==> run_1/layer_met3.png <==
(4 px per µm) Cells faint in the background.
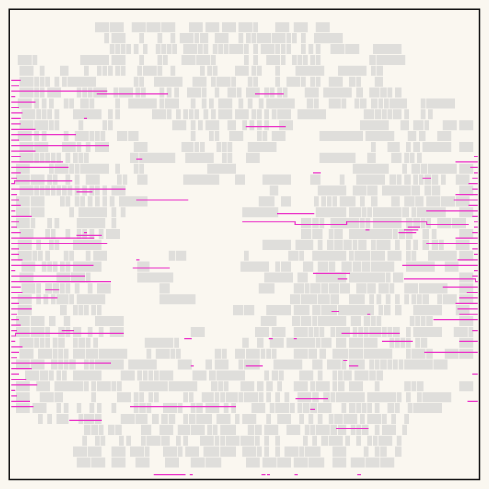
==> run_1/clk_routes.png <==
(3 px per µm)
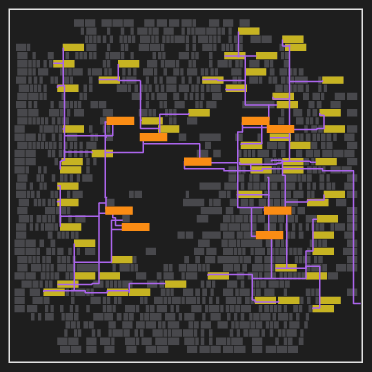
==> run_1/clocks.png <==
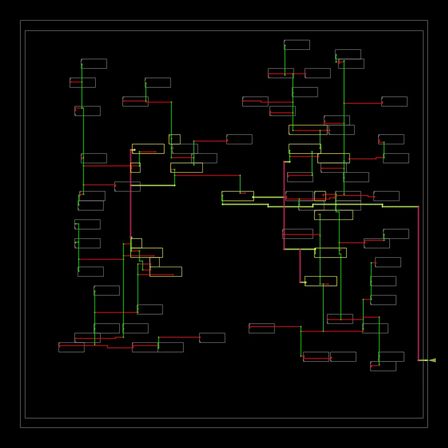
==> run_1/cell_density.png <==
(3 px per µm) The die is cut into 12 by 12 equal tiles; white is low, dark blue is high, 0 to 100% covered.
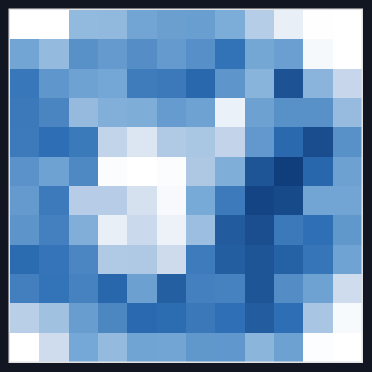
Design demux_write_scheduler, sky130hd; sources not shown.
==> flow_summary_export.csv, run 1 <==
group,metric,value,unit
run_status,status,"complete, but fails checks",
run_status,failed_checks,"negative setup slack",
logic_synthesis,yosysTopAreaCellShare,29.2,%
logic_synthesis,ys_cells,736,
global_route,antenna_found_initial,1,
timing,hold_ws,0.292,ns
worst_setup_path,end_kind,"output pin",
layout,fin_area,7190,µm²
power_and_ir_drop,vdd_ir_drop_max,0.371,mV
floorplanning,die_h,117,µm
routing,highest-signal-layer,"met5",
hold_path,hold_path.class,"in2reg",
placement,hpwl,10.3,mm
global_route,grt_pass1_wl,21.8,mm
layout,layout_top_cell,"nand2_1",
global_route,met1_usage,23.3,%
routing,wl_met3,841,µm
routing,viasPerCell,4.45,
logic_synthesis,fp_nets,892,
layout,largest_class,"non-clock buffers",
timing,worst_slack,-0.115,ns
global_route,grt_pass1_vias,4710,
layout,logic_gates,519,
placement,numPortBuffers,215,
logic_synthesis,top_cells_by_count,"nand2_1 (309), inv_1 (116), nor2_1 (84)",
routing,ant_nets,0,
layout,seq_cells,58,
routing,met1_length,5.78,mm
logic_synthesis,yosys_area,3980,µm²
clocking,clk_pin_slew,0.06,ns
global_route,overflow,0,
timing,finalSetupViolCount,37,
layout,n_all_buffers,264,
power_and_ir_drop,power.leakage,3.58,nW
floorplanning,nWellTaps,172,
logic_synthesis,netlist_instances,736,
worst_setup_path,cp.required,1.71,ns
timing,clock.fmax,496,MHz
worst_setup_path,worstPathCellList,"inv_4 > a21oi_4 > nand3_2 > nand2_2 > nand2_2 > nand2_2 > inv_2 > nand3_4 > nand2_4 > buf_12 > nor2_4 > buf_6",
layout,fin_cells,1151,
floorplanning,die-area,13700,µm²
clocking,clock_path_buffers,2,
routing,drc,0,
logic_synthesis,most_common_cell,"nand2_1",
worst_setup_path,critPathMostFrequentCell,"nand2_2",
About layer_met3.png:
- nets with wire on the layer: 123
- share of all routed wire: 5.9%
- main direction: horizontal
DR vias: 5124
M3 GR Usage: 5.36%
final wirelength: 14.2 mm

About clk_routes.png:
- yellow: flip-flops (count 58)
- purple: clock wires (length 999 µm)
- orange: clock drivers (count 9)
- flops lie: all over the die
clock share of power: 35.4%
Clock Skew: 0.00863 ns

About clocks.png:
clk latency late pin: 0.33 ns
Sink Count: 58

About cell_density.png:
- mean over tiles: 51%
- fullest tile: 94%
- nearly empty tiles: 7.6%
- tiles over 75% full: 15%
- densest ninth of the die: middle right
Core Util, Final: 56.3%
Core ar.: 12800 µm²
Initial Util: 31.2%

## run 1: worst max-delay path: cells and delay by family, from the launching register on
kind                   cells  cell delay, ns
AOI/OAI and AO/OA          1            0.16
buffers and inverters      4            0.37
DFF                        1            0.40
and+or+nand+nor            7            0.58
## run 1: cells by family (layout without fill, tap and decap cells)
logic type	count (synthesis)	after routing	share of synthesized area, %
compound gates	49	49	6.60
xor+xnor	2	2	0.440
fa+ha+maj	1	1	0.314
buf+inv	159	402	16.4
flops	58	58	29.2
simple gates	467	467	47.0
## run 1: where the power goes
| part | switching (W) | total (W) | leakage [nW] | internal (W) |
|---|---|---|---|---|
| clock | 0.000639 | 0.00180 | 0.153 | 0.00116 |
| combinational | 0.000870 | 0.00183 | 2.94 | 0.000960 |
| sequential | 0.0000832 | 0.00145 | 0.482 | 0.00137 |
==> inputs of run 2 (changes only) <==
CTS_BUF_LIST = sky130_fd_sc_hd__clkbuf_4 sky130_fd_sc_hd__clkbuf_8   (was not set)
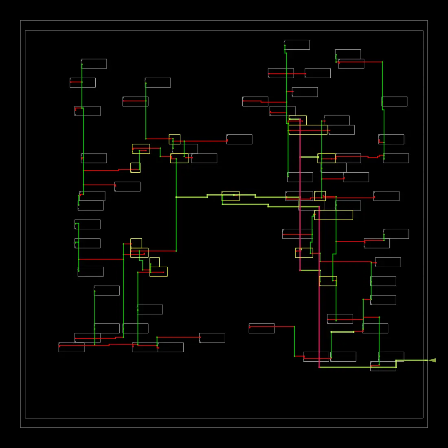
(run_2/clocks.png)
Clock Skew: 0.0132 ns
clk_buf instances: 9
Flops: 58
clk latency late pin: 0.34 ns

==> run 2 against run 1 <==
  * The flow still finishes with violations (negative setup slack)
  * Critical path depth unchanged
  * Largest power group unchanged
  * Sequential share of layout area is 0.51 points higher
  * Die area unchanged
  * Clock-buffer cell count is the same
  * Routed wire length fell by 2.1%
  * Clock power is 26% lower
  * Critical endpoint unchanged
  * Utilization fell by 1.7 points
==> flow_summary_export.csv, run 2 <==
group,metric,value,unit
worst_setup_path,path_depth,12,
routing,viasPerCell,4.44,
global_route,antenna_found_initial,1,
worst_setup_path,end_kind,"output pin",
global_route,grt_pass1_vias,4600,
placement,pre_cts_ws,-0.489,ns
layout,fin_area,6970,µm²
run_status,status,"complete, but fails checks",
floorplanning,die_h,117,µm
routing,wl,13.9,mm
worst_setup_path,crit_slowest_cell,"dfxtp_4",
logic_synthesis,edf_count,0,
logic_synthesis,top_cells_by_count,"nand2_1 (309), inv_1 (116), nor2_1 (84)",
floorplanning,die-area,13700,µm²
routing,met1_length,5.69,mm
timing,finalSetupViolCount,17,
power_and_ir_drop,internal-power,0.00306,W
floorplanning,fp_util,31.2,%
timing,worst_slack,-0.0555,ns
timing,slew_viol_final,0,
logic_synthesis,yosysWarnings,0,
power_and_ir_drop,clockPowerShare,29.1,%
logic_synthesis,yosysTopAreaCell,"dfxtp_1",
logic_synthesis,yosysTopAreaCellShare,29.2,%
power_and_ir_drop,seq_power,0.00145,W
clocking,clock_sinks,58,
power_and_ir_drop,vdd_ir_drop_max,0.244,mV
logic_synthesis,most_common_cell,"nand2_1",
routing,ant_nets,0,
clocking,clock_path_buffers,2,
power_and_ir_drop,power_leader,"combinational cells",
routing,wl_met3,849,µm
power_and_ir_drop,seq_power_share,31.8,%
layout,layout_top_cell,"nand2_1",
run_status,failed_checks,"negative setup slack",
global_route,grt_util_met3,5.25,%
placement,numPortBuffers,215,
hold_path,hold_path.class,"in2reg",
logic_synthesis,fp_nets,892,
placement,hpwl,10.3,mm
power_and_ir_drop,combPwrFrac,39.1,%
power_and_ir_drop,p_sw,0.00149,W
clocking,htree_levels,3,
worst_setup_path,cp.required,1.71,ns
timing,hold_ws,0.265,ns
logic_synthesis,yosys_area,3980,µm²
timing,finalHoldViolCount,0,
floorplanning,row_count,41,
layout,fin_cells,1150,
power_and_ir_drop,power.leakage,3.49,nW
global_route,overflow,0,
logic_synthesis,yosysSeqAreaShare,29.2,%
power_and_ir_drop,pg_comb,0.00178,W
logic_synthesis,ys_cells,736,
power_and_ir_drop,fin_total_pwr,0.00455,W
timing,clock.fmax,511,MHz
power_and_ir_drop,power_switching_share,32.8,%
routing,drc,0,
floorplanning,coreArea,12800,µm²
worst_setup_path,arrival,1.77,ns
global_route,met1_usage,22.4,%
layout,fin_util,54.5,%
routing,highest-signal-layer,"met5",
worst_setup_path,worst-path-buf-inv,4,
clocking,clk_pin_slew,0.08,ns
logic_synthesis,netlist_instances,736,
clocking,numCtsBuffers,9,
routing,num_vias,5109,
power_and_ir_drop,p_clk,0.00133,W
worst_setup_path,crit_family,"simple AND/OR/NAND/NOR gates",
global_route,grt_pass1_wl,21.2,mm
worst_setup_path,worstPathCellList,"inv_2 > a21oi_4 > nand3_1 > nand2_1 > nand2_2 > nand2_2 > inv_2 > nand3_4 > nand2_4 > buf_12 > nor2_4 > buf_6",
run 2: cell counts after synthesis:
No cell type changed its count.
run 2: cells by family after synthesis:
family | count (synthesis) | synth area share [%]
AOI/OAI and AO/OA | 49 | 6.60
buffers and inverters | 159 | 16.4
DFF | 58 | 29.2
and+or+nand+nor | 467 | 47.0
xor gates and xnor gates | 2 | 0.440
adders and majority gates | 1 | 0.314
run 2: final cells by class:
cell class | instances | area (µm²)
sequential | 58 | 1170
fill | 1273 | 5810
timing repair buffer | 263 | 2610
clock buffer | 9 | 124
inverter | 122 | 460
multi-input combinational | 519 | 2290
tap | 172 | 215
clock inverter | 7 | 101
run 2: repair_timing:
item,4_1_cts,5_1_grt
endpoints found under the setup margin,41,46
cloned,0,1
pin swaps,4,7
hold buffers,0,0
setup buffers,4,0
gates resized,23,35
Power figures rest on the tool's default switching activity, not on a simulated workload.
